`config.mk`:
```
export PLATFORM = sky130hd
export DESIGN_NAME = counter_sweep_ctrl
export DESIGN_NICKNAME = d
export VERILOG_FILES = /design/src/rtl/counter_sweep_ctrl.sv
export SDC_FILE = /design/constraint.sdc
export NUM_CORES = 1
export LEC_CHECK = 0
export ABC_CLOCK_PERIOD_IN_PS = 3800
export CAP_MARGIN = 30
export CORE_ASPECT_RATIO = 1.75
export CORE_UTILIZATION = 49
export CTS_BUF_LIST = sky130_fd_sc_hd__clkbuf_8
export DETAILED_ROUTE_END_ITERATION = 6
export GPL_ROUTABILITY_DRIVEN = 0
export MAX_ROUTING_LAYER = met4
export PLACE_DENSITY = 0.78
export SETUP_SLACK_MARGIN = 0.2
export SLEW_MARGIN = 20
export SYNTH_ARGS = -nofsm -noshare
export SYNTH_HDL_FRONTEND = slang
export SYNTH_SLANG_ARGS = --single-unit
```
`constraint.sdc`:
```
create_clock -name clk -period 3.8 [get_ports clk]
set_input_delay 0.95 -clock clk [delete_from_list [all_inputs] [get_ports clk]]
set_output_delay 0.95 -clock clk [all_outputs]
set_load 0.01 [all_outputs]
```
`src/rtl/counter_sweep_ctrl.sv`:
```
// ---------------------------------------------------------------------------
// counter_sweep_ctrl
//
// Sequencer for a bounded 8-bit up/down counter (range LO..HI). It accepts a
// sweep request (start value, end value, pass count) and loads the counter
// with the start value. It then ping-pongs the counter between the two
// endpoints for the requested number of passes. At the end it reports
// completion, and flags an error when there was one.
//
// Optional feature, selected by the macro CTRL_TIMEOUT_EN:
//   When the macro is defined, a per-pass watchdog aborts the sweep with an
//   error. It fires once the running cycles without a target hit exceed
//   |end-start| + TIMEOUT_SLACK. The TIMEOUT_SLACK parameter exists only in
//   that build. With the macro undefined there is no watchdog.
//
// Ports:
//   clk              in   rising-edge clock
//   reset_al_in      in   asynchronous active-low reset
//   start_in         in   sweep request, sampled in IDLE only
//   start_val_in     in   [7:0] first endpoint
//   end_val_in       in   [7:0] second endpoint
//   passes_in        in   [3:0] number of endpoint-to-endpoint traverses
//   hold_in          in   pause the sweep (counter frozen), RUN only
//   abort_in         in   terminate the sweep with an error, RUN only
//   busy_out         out  high in every state except IDLE
//   done_out         out  one-cycle completion pulse
//   err_out          out  one-cycle error pulse, coincident with done_out
//   pass_cnt_out     out  [3:0] passes completed in the current/last sweep
//   cnt_q_in         in   [7:0] counter current value
//   cnt_load_en_out  out  counter synchronous load enable
//   cnt_d_out        out  [7:0] counter load data
//   cnt_up_out       out  counter direction, 1 = up
// ---------------------------------------------------------------------------
module counter_sweep_ctrl #(
  parameter logic [7:0] LO = 8'd10,
  parameter logic [7:0] HI = 8'd40
`ifdef CTRL_TIMEOUT_EN
  ,
  parameter int unsigned TIMEOUT_SLACK = 4
`endif
) (
  input  logic       clk,
  input  logic       reset_al_in,
  input  logic       start_in,
  input  logic [7:0] start_val_in,
  input  logic [7:0] end_val_in,
  input  logic [3:0] passes_in,
  input  logic       hold_in,
  input  logic       abort_in,
  output logic       busy_out,
  output logic       done_out,
  output logic       err_out,
  output logic [3:0] pass_cnt_out,
  input  logic [7:0] cnt_q_in,
  output logic       cnt_load_en_out,
  output logic [7:0] cnt_d_out,
  output logic       cnt_up_out
);

  typedef enum logic [1:0] {
    ST_IDLE   = 2'd0,
    ST_LOAD   = 2'd1,
    ST_RUN    = 2'd2,
    ST_FINISH = 2'd3
  } state_t;

  // Registered state
  state_t     r_state;
  logic [7:0] r_start_val;
  logic [7:0] r_end_val;
  logic [3:0] r_passes;
  logic [7:0] r_target;
  logic       r_dir;
  logic [3:0] r_pass_cnt;
  logic       r_err;

  // Next-state values
  state_t     w_state_next;
  logic [7:0] w_start_val_next;
  logic [7:0] w_end_val_next;
  logic [3:0] w_passes_next;
  logic [7:0] w_target_next;
  logic       w_dir_next;
  logic [3:0] w_pass_cnt_next;
  logic       w_err_next;

  // Helpers
  logic       w_req_valid;
  logic       w_q_out_of_range;
  logic [3:0] w_pass_cnt_inc;

  assign w_req_valid = (start_val_in >= LO) && (start_val_in <= HI) &&
                       (end_val_in   >= LO) && (end_val_in   <= HI) &&
                       (start_val_in != end_val_in) &&
                       (passes_in != 4'd0);

  // Leaving the legal window means the counter wrapped or was disturbed; the
  // sweep cannot be trusted any more.
  assign w_q_out_of_range = (cnt_q_in < LO) || (cnt_q_in > HI);

  assign w_pass_cnt_inc = r_pass_cnt + 4'd1;

`ifdef CTRL_TIMEOUT_EN
  // Watchdog: counts RUN cycles that neither hold nor hit the target.
  // TIMEOUT_SLACK is expected to stay small (well below 256).
  localparam logic [8:0] L_SLACK = 9'(TIMEOUT_SLACK);

  logic [8:0] r_wdog;
  logic [8:0] w_wdog_next;
  logic [7:0] w_span;
  logic [8:0] w_wdog_limit;
  logic       w_wdog_expired;

  assign w_span         = (r_start_val > r_end_val) ? (r_start_val - r_end_val)
                                                    : (r_end_val - r_start_val);
  assign w_wdog_limit   = {1'b0, w_span} + L_SLACK;
  // The counter has already spent the whole allowance; the current cycle
  // would be one too many.
  assign w_wdog_expired = (r_wdog >= w_wdog_limit);
`endif

  // -------------------------------------------------------------------------
  // State register
  // -------------------------------------------------------------------------
  always_ff @(posedge clk or negedge reset_al_in) begin
    if (!reset_al_in) begin
      r_state     <= ST_IDLE;
      r_start_val <= 8'd0;
      r_end_val   <= 8'd0;
      r_passes    <= 4'd0;
      r_target    <= 8'd0;
      r_dir       <= 1'b1;
      r_pass_cnt  <= 4'd0;
      r_err       <= 1'b0;
    end else begin
      r_state     <= w_state_next;
      r_start_val <= w_start_val_next;
      r_end_val   <= w_end_val_next;
      r_passes    <= w_passes_next;
      r_target    <= w_target_next;
      r_dir       <= w_dir_next;
      r_pass_cnt  <= w_pass_cnt_next;
      r_err       <= w_err_next;
    end
  end

`ifdef CTRL_TIMEOUT_EN
  always_ff @(posedge clk or negedge reset_al_in) begin
    if (!reset_al_in) begin
      r_wdog <= 9'd0;
    end else begin
      r_wdog <= w_wdog_next;
    end
  end
`endif

  // -------------------------------------------------------------------------
  // Next-state and counter-control logic.
  // The counter controls are combinational from registered state and
  // cnt_q_in. A reversal therefore takes effect on the very edge at which
  // the endpoint is seen, so the counter does not dwell there.
  // -------------------------------------------------------------------------
  always_comb begin
    w_state_next     = r_state;
    w_start_val_next = r_start_val;
    w_end_val_next   = r_end_val;
    w_passes_next    = r_passes;
    w_target_next    = r_target;
    w_dir_next       = r_dir;
    w_pass_cnt_next  = r_pass_cnt;
    w_err_next       = r_err;
`ifdef CTRL_TIMEOUT_EN
    w_wdog_next      = r_wdog;
`endif

    // Freeze unless a branch below explicitly lets the counter run.
    cnt_load_en_out  = 1'b1;
    cnt_d_out        = cnt_q_in;
    cnt_up_out       = r_dir;

    unique case (r_state)
      ST_IDLE: begin
        if (start_in) begin
          if (w_req_valid) begin
            w_start_val_next = start_val_in;
            w_end_val_next   = end_val_in;
            w_passes_next    = passes_in;
            w_pass_cnt_next  = 4'd0;
            w_err_next       = 1'b0;
            w_state_next     = ST_LOAD;
          end else begin
            // A rejected request leaves the previous pass count visible.
            w_err_next   = 1'b1;
            w_state_next = ST_FINISH;
          end
        end
      end

      ST_LOAD: begin
        cnt_load_en_out = 1'b1;
        cnt_d_out       = r_start_val;
        w_target_next   = r_end_val;
        w_dir_next      = (r_end_val > r_start_val);
        cnt_up_out      = w_dir_next;
`ifdef CTRL_TIMEOUT_EN
        w_wdog_next     = 9'd0;
`endif
        w_state_next    = ST_RUN;
      end

      ST_RUN: begin
        if (abort_in) begin
          w_err_next   = 1'b1;
          w_state_next = ST_FINISH;
        end
`ifdef CTRL_TIMEOUT_EN
        else if (w_wdog_expired) begin
          w_err_next   = 1'b1;
          w_state_next = ST_FINISH;
        end
`endif
        else if (w_q_out_of_range) begin
          w_err_next   = 1'b1;
          w_state_next = ST_FINISH;
        end else if (hold_in) begin
          // The target compare waits for the release, so a hold that lands
          // on the endpoint still completes the pass afterwards.
          w_state_next = ST_RUN;
        end else if (cnt_q_in == r_target) begin
          w_pass_cnt_next = w_pass_cnt_inc;
`ifdef CTRL_TIMEOUT_EN
          w_wdog_next     = 9'd0;
`endif
          if (w_pass_cnt_inc == r_passes) begin
            w_state_next = ST_FINISH;
          end else begin
            w_target_next   = (r_target == r_end_val) ? r_start_val : r_end_val;
            w_dir_next      = ~r_dir;
            cnt_load_en_out = 1'b0;
            cnt_up_out      = ~r_dir;
          end
        end else begin
          cnt_load_en_out = 1'b0;
          cnt_up_out      = r_dir;
`ifdef CTRL_TIMEOUT_EN
          w_wdog_next     = r_wdog + 9'd1;
`endif
        end
      end

      ST_FINISH: begin
        w_state_next = ST_IDLE;
      end

      default: begin
        w_state_next = ST_IDLE;
      end
    endcase
  end

  // -------------------------------------------------------------------------
  // Status outputs
  // -------------------------------------------------------------------------
  assign busy_out     = (r_state != ST_IDLE);
  assign done_out     = (r_state == ST_FINISH);
  assign err_out      = (r_state == ST_FINISH) && r_err;
  assign pass_cnt_out = r_pass_cnt;

endmodule

```
==> images/met1.png <==
The bar under the picture is 20 um long. Supply wires on this layer in gray.
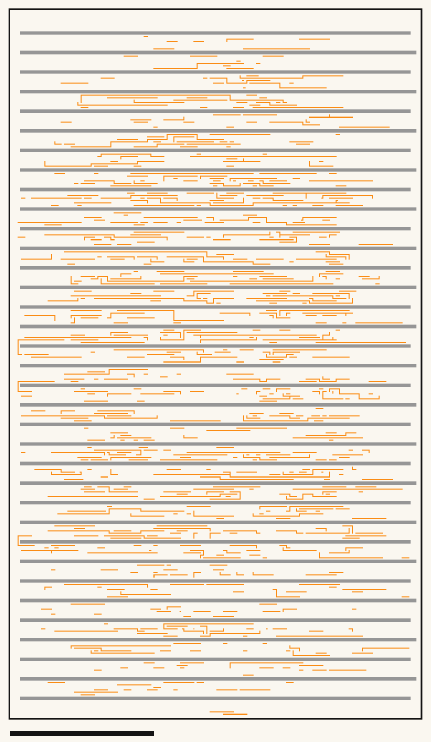
nets with wire on the layer = 325
longest straight run = 20.7 um
wire length on this layer = 2480 um
Routed WL: 6600 um
GRT met1 Usage: 25.1%
Vias: 2161

==> images/met2.png <==
The bar under the picture is 20 um long.
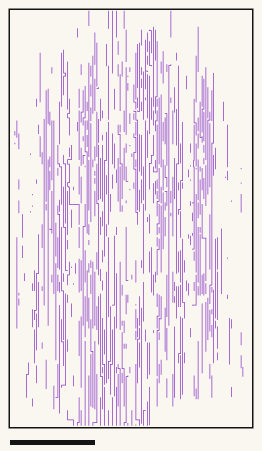
longest straight run = 61.4 um
share of all routed wire = 54%
wire length on this layer = 3550 um

==> images/met3.png <==
Cells faint in the background.
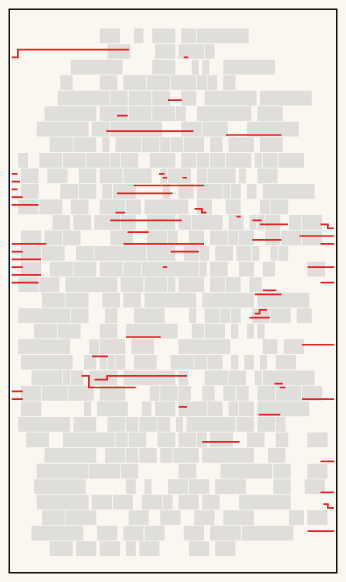
wire length on this layer = 256 um
share of all routed wire = 3.9%
longest straight run = 19.3 um
nets with wire on the layer = 44
met3 Resource Use GR: 4.37%

==> impl_metrics.yaml <==
# flow metrics
status:
  outcome: "complete, but fails checks"
  violations: "DRC, setup timing"
detailed_routing:
  top_layer: "met4"
  dr_wl_met2_um: 3550
  drc: 4
  wl_per_cell_um: 17.9
final_layout:
  final_cell_count_no_fill: 368
  buf_share_pct: 18.4
  biggestCellCategory: "combinational gates"
  drive_above_1_share_pct: 29.6
  combGateArea_sq_um: 1690
  buffers_excl_clock: 70
  num-fill-cells: 403
  diodes: 0
floorplan:
  fp.dieW_um: 57.1
  pin_count: 50
  dieArea_sq_um: 5620
  tap-cell-count: 54
timing:
  setup_viol: 1
  fmax_mhz: 253
  fin_ws_ps: -149
grt:
  grt_util_met2_pct: 45.2
  grt_max_degree: 37
  antenna_found_initial: 0
  grt_busiest_layer: "met2"
yosys:
  yosys.area_share.simple_pct: 13.2
  ys_top_cells_by_count: "35 x dfrtp_1, 33 x mux2_2, 17 x xor2_1"
  ys_async_sr_fraction_pct: 100
  xor_area_share_pct: 10.1
  adder_share_pct: 6.73
pwr:
  seq-power_mw: 0.547
  p_switching_mw: 0.629
  pg_clk_mw: 0.276
clock_network:
  clk_pin_slew_ps: 80
critical_path:
  r2r_slack_ps: 830
  crit_end: "cnt_up_out"
  cp.required_ps: 2850
worst_hold_path:
  min_delay_worst_endpoint: "r_passes[0]"
place:
  pre_cts_ws_ps: -796
flow_run:
  warnings: 33
Power and IR drop assume default switching activity.
